## config.mk

```make
export PLATFORM = sky130hd
export DESIGN_NAME = relu_maxpool2d
export DESIGN_NICKNAME = d
export VERILOG_FILES = /design/src/rtl/relu_maxpool2d.sv
export SDC_FILE = /design/constraint.sdc
export NUM_CORES = 1
export LEC_CHECK = 0
export CORE_MARGIN = 5
export CORE_UTILIZATION = 45
export CTS_CLUSTER_DIAMETER = 80
export CTS_CLUSTER_SIZE = 25
export DETAILED_ROUTE_END_ITERATION = 16
export PLACE_DENSITY = 0.78
export SYNTH_ARGS = -nofsm -noshare
export SYNTH_HDL_FRONTEND = slang
export SYNTH_SLANG_ARGS = --single-unit
export TNS_END_PERCENT = 20
```

## constraint.sdc

```tcl
create_clock -name clk -period 6.5 [get_ports clk]
set_clock_uncertainty 0.1 [all_clocks]
set_input_delay 1.3 -clock clk [delete_from_list [all_inputs] [get_ports clk]]
set_output_delay 1.3 -clock clk [all_outputs]
set_load 0.01 [all_outputs]
```

## src/rtl/relu_maxpool2d.sv

```systemverilog
// Fused ReLU + max-pool: walks every POOL x POOL window of every channel in the conv buffer
// and writes max(0, window max) into the pool buffer, pulsing done after the last write.
module relu_maxpool2d #(
   parameter int DATA_WIDTH = 16,
   parameter int CHANNELS   = 8,
   parameter int IMG_SIZE   = 28,
   parameter int POOL       = 2,
   localparam int OUT  = IMG_SIZE / POOL,
   localparam int CA_W = $clog2(CHANNELS * IMG_SIZE * IMG_SIZE),
   localparam int PA_W = $clog2(CHANNELS * OUT * OUT)
) (
   input  logic                         clk,
   input  logic                         reset,
   input  logic                         start,
   output logic [CA_W-1:0]              conv_addr,
   output logic                         conv_en,
   input  logic signed [DATA_WIDTH-1:0] conv_q,
   output logic [PA_W-1:0]              pool_addr,
   output logic                         pool_en,
   output logic                         pool_we,
   output logic signed [DATA_WIDTH-1:0] pool_d,
   output logic                         done
);

   localparam int CW = (CHANNELS > 1) ? $clog2(CHANNELS) : 1;
   localparam int OW = (OUT > 1) ? $clog2(OUT) : 1;
   localparam int PW = (POOL > 1) ? $clog2(POOL) : 1;
   localparam logic [CW-1:0] CH_LAST   = CW'(CHANNELS - 1);
   localparam logic [OW-1:0] OUT_LAST  = OW'(OUT - 1);
   localparam logic [PW-1:0] POOL_LAST = PW'(POOL - 1);

   typedef enum logic [2:0] {IDLE, SCAN, LAST, WRITE, FINISH} state_t;

   state_t r_state, w_nextState;
   logic [CW-1:0] r_c, w_selC;
   logic [OW-1:0] r_pr, r_pc, w_selPr, w_selPc;
   logic [PW-1:0] r_dr, r_dc, w_selDr, w_selDc;
   logic          w_issue;
   logic          r_convEn, r_convEnD, r_poolWe, r_done;
   logic [CA_W-1:0] r_convAddr, w_convAddr;
   logic [PA_W-1:0] r_poolAddr, w_poolAddr;
   logic signed [DATA_WIDTH-1:0] r_max, w_maxNew, r_poolD;

   // w_sel* are the indices of the read issued this cycle; window counters advance on leaving WRITE
   always_comb begin
      w_nextState = r_state;
      w_issue     = 1'b0;
      w_selC      = r_c;
      w_selPr     = r_pr;
      w_selPc     = r_pc;
      w_selDr     = r_dr;
      w_selDc     = r_dc;
      case (r_state)
         IDLE: begin
            if (start) begin
               w_nextState = SCAN;
               w_issue     = 1'b1;
               w_selDr     = '0;
               w_selDc     = '0;
            end
         end
         SCAN: begin
            if (r_dr == POOL_LAST && r_dc == POOL_LAST) begin
               w_nextState = LAST;
            end else begin
               w_issue = 1'b1;
               if (r_dc == POOL_LAST) begin
                  w_selDr = r_dr + PW'(1);
                  w_selDc = '0;
               end else begin
                  w_selDc = r_dc + PW'(1);
               end
            end
         end
         LAST: w_nextState = WRITE;
         WRITE: begin
            w_selDr = '0;
            w_selDc = '0;
            if (r_pc != OUT_LAST) begin
               w_selPc = r_pc + OW'(1);
            end else begin
               w_selPc = '0;
               if (r_pr != OUT_LAST) begin
                  w_selPr = r_pr + OW'(1);
               end else begin
                  w_selPr = '0;
                  w_selC  = (r_c != CH_LAST) ? r_c + CW'(1) : '0;
               end
            end
            if (r_c == CH_LAST && r_pr == OUT_LAST && r_pc == OUT_LAST) begin
               w_nextState = FINISH;
            end else begin
               w_nextState = SCAN;
               w_issue     = 1'b1;
            end
         end
         FINISH: w_nextState = IDLE;
         default: w_nextState = IDLE;
      endcase
   end

   assign w_convAddr = (CA_W'(w_selC) * CA_W'(IMG_SIZE) + CA_W'(w_selPr) * CA_W'(POOL) + CA_W'(w_selDr))
                       * CA_W'(IMG_SIZE) + CA_W'(w_selPc) * CA_W'(POOL) + CA_W'(w_selDc);
   assign w_poolAddr = (PA_W'(r_c) * PA_W'(OUT) + PA_W'(r_pr)) * PA_W'(OUT) + PA_W'(r_pc);

   // The running max starts at 0, so the pooled result already includes the ReLU clamp
   assign w_maxNew = (r_convEnD && (conv_q > r_max)) ? conv_q : r_max;

   always_ff @(posedge clk) begin
      if (reset) begin
         r_state    <= IDLE;
         r_c        <= '0;
         r_pr       <= '0;
         r_pc       <= '0;
         r_dr       <= '0;
         r_dc       <= '0;
         r_convEn   <= 1'b0;
         r_convEnD  <= 1'b0;
         r_convAddr <= '0;
         r_poolWe   <= 1'b0;
         r_poolAddr <= '0;
         r_poolD    <= '0;
         r_max      <= '0;
         r_done     <= 1'b0;
      end else begin
         r_state   <= w_nextState;
         r_c       <= w_selC;
         r_pr      <= w_selPr;
         r_pc      <= w_selPc;
         r_dr      <= w_selDr;
         r_dc      <= w_selDc;
         r_convEn  <= w_issue;
         r_convEnD <= r_convEn;
         if (w_issue)
            r_convAddr <= w_convAddr;
         r_poolWe <= (w_nextState == WRITE);
         r_done   <= (w_nextState == FINISH);
         if (w_nextState == WRITE) begin
            r_poolAddr <= w_poolAddr;
            r_poolD    <= w_maxNew;
            r_max      <= '0;
         end else if (r_convEnD) begin
            r_max <= w_maxNew;
         end
      end
   end

   assign conv_addr = r_convAddr;
   assign conv_en   = r_convEn;
   assign pool_addr = r_poolAddr;
   assign pool_en   = r_poolWe;
   assign pool_we   = r_poolWe;
   assign pool_d    = r_poolD;
   assign done      = r_done;

endmodule

```

run_1/met4.png
Supply wires on this layer in grey.
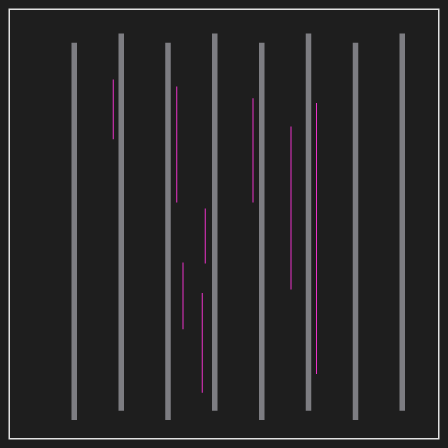
The layer carries 269 µm of wire. The layer holds 2.1% of the routed length.

run_1/metal_stack.png
Only two layers are drawn.
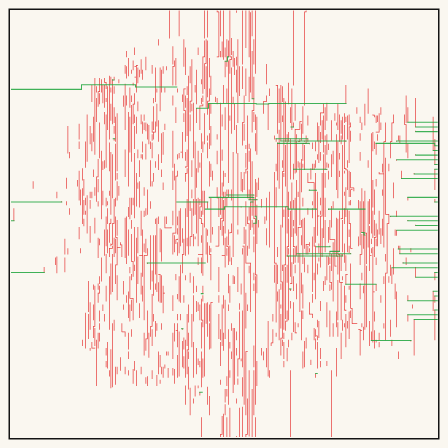
Key: met2 = red [wire length 6,360 µm]; met3 = green [wire length 546 µm]

==> results.yml, run 1 <==
# generated from flow reports
sta:
  slew_viol_final: 0
  min_period_over_period: 0.9305
  setup_viol_count_final: 0
  finalSetupTns_ns: 0
  timing.fmax_mhz: 165.3
  rsz0062_at_grt: "no"
setup_path:
  crit_arrival_ns: 6.19
  slowest_delay_ns: 0.51
  rr_endpoint: "conv_addr[12]$_SDFFE_PP0P_"
  reg2reg_depth: 21
  critical_path.top_delay_family: "simple AND/OR/NAND/NOR gates"
  r2r_setup_slack_ns: 0.45
  worstSetupStartpointType: "flip-flop"
  worstSetupPathType: "flip-flop to flip-flop"
  slowest_stage: "fa_1"
hold_path:
  worstHoldPathCells: 2
  hold_path_end: "pool_d[3]$_SDFFE_PP0P_"
  min_path_type: "flip-flop to flip-flop"
synth:
  synth_area_leader_cell: "dfxtp_1"
  synthTopLogicFamily: "adder cells"
  synth-async-reset-ratio: 0
  synth_flops: 76
  top_cells_by_area: "dfxtp_1 26%, ha_1 12%, fa_1 9.2%, inv_1 4.4%, a21oi_1 4.0%"
  syn_inst: 679
  yosysCellCount: 679
  synthesis.nets: 783
  common_cells: "76 x dfxtp_1, 69 x inv_1, 59 x nand2_1, 58 x ha_1, 53 x nor2_1"
  mux_share: 0.01905
  avgSynthCellArea_um2: 8.609
  ys.flop_type: "dfxtp_1"
  ys_seq_frac: 0.2603
grt:
  overflow: 0
  grt_use_total: 0.1707
  grt_max_degree: 36
floorplan:
  dieWidth_um: 124.0
  initial_core_util: 0.4613
  chip_area_um2: 15370
  die_h_um: 124.0
  core-area_um2: 12670
detailed_routing:
  drt-total-wl_um: 12690
  drtPass1Iterations: 5
  initialDrtViolationCount: 331
  routedWlPerCell_um: 13.98
  vias: 4915
  via_per_inst: 5.413
finish:
  stdcell_area_um2: 6908
  utilization: 0.5452
  drive_gt1_frac: 0.07337
  final_cells: 908
  mostFrequentLayoutCells: "75 x dfxtp_1, 69 x inv_1, 62 x clkdlybuf4s50_1"
cts:
  numCtsBuffers: 9
  root_buffer: "clkbuf_16"
  postCtsSetupRepairBufs: 0
  clk_path_buf_depth: 2
  cts.sinks: 76
outcome:
  status: "finished, final reports clean"
placement:
  dp.cells: 892
  dpl.hpwl_um: 9414
job:
  max-cap-violations: 0
power_and_ir_drop:
  powerDensity_nw_per_um2: 156.2
  p_seq_uw: 480
  ir_drop_mv: 0.1281
  p_switching_uw: 268.3
  p_leak_uw: 0.003029
  power.share.clock: 0.463
run_1/met1.png
Supply wires on this layer in grey.
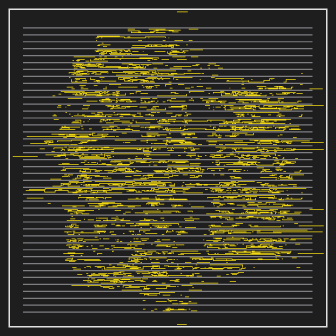
The wires run mostly horizontal. 775 nets have wire on it. The layer carries 5,520 µm of wire. The longest straight run is 30.8 µm.

run 1: cell type report:
cell class / count / area [µm²]
Multi-Input combinational cell: 504 / 3941
Inverter: 70 / 262.8
Clock inverter: 5 / 52.55
Tap cell: 172 / 215.2
Timing Repair Buffer: 70 / 680.7
Clock buffer: 11 / 232.7
Fill cell: 1156 / 5763
Sequential cell: 76 / 1523
run 1: worst max-delay path by stage:
stage	from	cells past startpoint	slack, ns	end
floorplan	r_state[2]$_SDFF_PP0_	24	0.44	conv_addr[12]$_SDFFE_PP0P_
global placement	r_state[1]$_SDFF_PP0_	22	0.30	conv_addr[12]$_SDFFE_PP0P_
detailed placement	r_state[1]$_SDFF_PP0_	22	0.14	conv_addr[12]$_SDFFE_PP0P_
CTS	r_state[1]$_SDFF_PP0_	22	0.12	conv_addr[12]$_SDFFE_PP0P_
global route	r_pc[0]$_SDFF_PP0_	21	0.05	conv_addr[12]$_SDFFE_PP0P_
finish	r_pc[0]$_SDFF_PP0_	21	0.45	conv_addr[12]$_SDFFE_PP0P_
run 1: through the flow:
step	hold WS, ns	setup WS [ns]	power (µW)
global placement	0.3508	0.2984	585.9
CTS	0.3734	0.1172	1087
global route	0.3912	0.05155	1114
finish	0.3722	0.4515	1079
detailed placement	0.3604	0.1428	587.7
floorplan	0.3599	0.4428	551.2
run 1: tightest hold or removal path: cells and delay by family (launching register included):
kind | cells | cell delay [ns]
AND-OR/OR-AND | 1 | 0.06
flip-flops | 1 | 0.32
AND/OR/NAND/NOR | 1 | 0.06
run 1: routing by layer:
metal,vias up,global-route usage,part of all wire
met5,-,0,0
met4,0,0.06092,0.021
met3,19,0.03270,0.043
met2,88,0.3018,0.50
met1,2327,0.2063,0.44
li1,2481,-,-
==> inputs of run 2 (changes only) <==
--- a/config.mk
+++ b/config.mk
@@ -10,6 +10,7 @@
 export CTS_CLUSTER_DIAMETER = 80
 export CTS_CLUSTER_SIZE = 25
 export DETAILED_ROUTE_END_ITERATION = 16
+export HOLD_SLACK_MARGIN = 0.03
 export PLACE_DENSITY = 0.78
 export SYNTH_ARGS = -nofsm -noshare
 export SYNTH_HDL_FRONTEND = slang
==> results.yml, run 2 <==
# generated from flow reports
outcome:
  status: "finished, final reports clean"
setup_path:
  slowest_stage: "fa_1"
  critical_path.top_delay_family: "simple AND/OR/NAND/NOR gates"
  crit_arrival_ns: 6.19
  cp.required_ns: 6.64
  worstSetupPathType: "flip-flop to flip-flop"
  slowest_delay_ns: 0.51
  worstSetupStartpointType: "flip-flop"
sta:
  rsz0062_at_grt: "no"
  hold_violations: 0
  fin_hold_ws_ns: 0.3722
  slew_viol_final: 0
  min_period_over_period: 0.9305
  finalSetupTns_ns: 0
  timing.fmax_mhz: 165.3
  setup_viol_count_final: 0
  setup_slack_ns: 0.4515
finish:
  final_common_cell: "dfxtp_1"
  stdcell_area_um2: 6908
  mostFrequentLayoutCells: "75 x dfxtp_1, 69 x inv_1, 62 x clkdlybuf4s50_1"
  drive_gt1_frac: 0.07337
  fin_nets: 835
  final_cells: 908
  fillers: 1156
  utilization: 0.5452
synth:
  syn_inst: 679
  ys_seq_frac: 0.2603
  synth-area-yosys_um2: 5846
  synthesis.nets: 783
  synth-async-reset-ratio: 0
  synth_area_leader_cell: "dfxtp_1"
  top_cells_by_area: "dfxtp_1 26%, ha_1 12%, fa_1 9.2%, inv_1 4.4%, a21oi_1 4.0%"
  ys.flop_type: "dfxtp_1"
  yosysCellCount: 679
  synth_flops: 76
  common_cells: "76 x dfxtp_1, 69 x inv_1, 59 x nand2_1, 58 x ha_1, 53 x nor2_1"
  avgSynthCellArea_um2: 8.609
placement:
  dpl.hpwl_um: 9414
  dp.cells: 892
  pre_cts_slack_ns: 0.1428
floorplan:
  die_h_um: 124.0
  std_cell_rows: 41
  chip_area_um2: 15370
  initial_core_util: 0.4613
  dieWidth_um: 124.0
  core-area_um2: 12670
detailed_routing:
  wl_met1_um: 5523
  top_layer: "met4"
  drtPass1Iterations: 5
  wl_met2_um: 6355
  via_per_inst: 5.413
  vias: 4915
  wl_met3_um: 546
  drt-total-wl_um: 12690
  routedWlPerCell_um: 13.98
  initialDrtViolationCount: 331
power_and_ir_drop:
  ir_drop_mv: 0.1281
  p_leak_uw: 0.003029
  powerDensity_nw_per_um2: 156.2
  total_power_uw: 1079
  power.share.clock: 0.463
  p_switching_uw: 268.3
job:
  max-cap-violations: 0
grt:
  grt_max_degree: 36
  overflow: 0
  gr-usage-met2: 0.3018
  gr-usage-met1: 0.2063
  use_met3: 0.03270
  grt.busiest_layer: "met2"
  grt_use_total: 0.1707
cts:
  postCtsSetupRepairBufs: 0
  clk_path_buf_depth: 2
  hold_buffers: 0
  root_buffer: "clkbuf_16"
hold_path:
  min_path_type: "flip-flop to flip-flop"
==> run 2: cell counts in the layout (fill, tap and decap cells not counted) <==
Identical to the previous run, type by type.
==> run 2: final cells by class <==
class,count,area (µm²),share of cell area
clock buffer,11,232.7,0.03369
clock inverter,5,52.55,0.007607
inverter,70,262.8,0.03804
multi-input combinational,504,3941,0.5705
sequential,76,1523,0.2204
tap,172,215.2,0.03115
timing repair buffer,70,680.7,0.09853
==> run 2: worst paths after layout <==
kind	startpoint	endpoint	slack, ns	depth (start not counted)
max reg2reg	r_pc[0]$_SDFF_PP0_	conv_addr[12]$_SDFFE_PP0P_	0.45	21
min	pool_d[3]$_SDFFE_PP0P_	pool_d[3]$_SDFFE_PP0P_	0.37	2
min reg2reg	pool_d[3]$_SDFFE_PP0P_	pool_d[3]$_SDFFE_PP0P_	0.37	2
max	r_pc[0]$_SDFF_PP0_	conv_addr[12]$_SDFFE_PP0P_	0.45	21
==> run 2: power by group through the flow <==
stage / combinational (µW) / clock (µW) / sequential (µW)
floorplan: 60.8 / 0 / 490
global placement: 95.7 / 0 / 490
detailed placement: 97.3 / 0 / 490
CTS: 98.5 / 509 / 480
global route: 108 / 524 / 481
finish: 98.6 / 500 / 480
==> run 2: cell families (layout without fill, tap and decap cells) <==
group / count (synthesis) / after routing / share of synthesized area
buffers and inverters: 99 / 156 / 0.06978
XOR/XNOR: 32 / 32 / 0.04795
AND-OR/OR-AND: 157 / 157 / 0.1922
adder cells (fa/ha/maj): 85 / 85 / 0.2166
flip-flops: 76 / 76 / 0.2603
multiplexers: 11 / 11 / 0.01905
AND/OR/NAND/NOR: 219 / 219 / 0.1941
run_2/met4.png
Supply wires on this layer in grey.
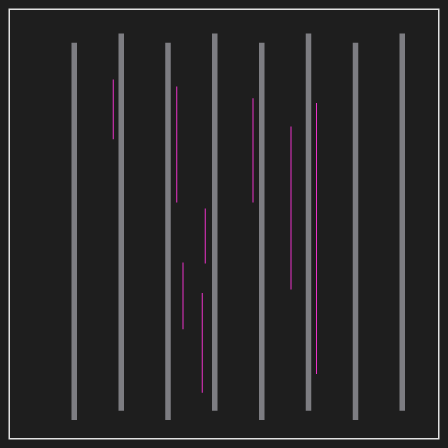
The longest straight run is 78.2 µm. The layer carries 269 µm of wire.

run_2/final_clocks.png
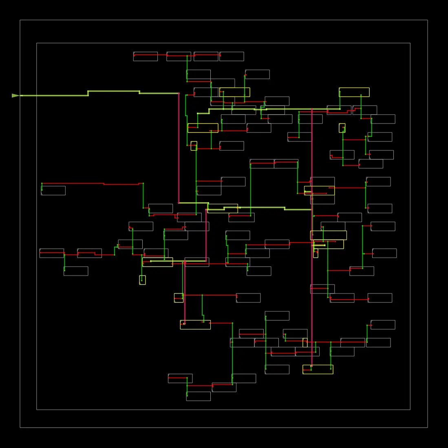
P_clk: 500 µW
seq_cells: 76
clock buffer count from CTS: 9
Num Clock Sinks: 76
Late-Pin Clk Latency: 0.35 ns

No activity file was given, so power comes from the tool's default toggle rates.
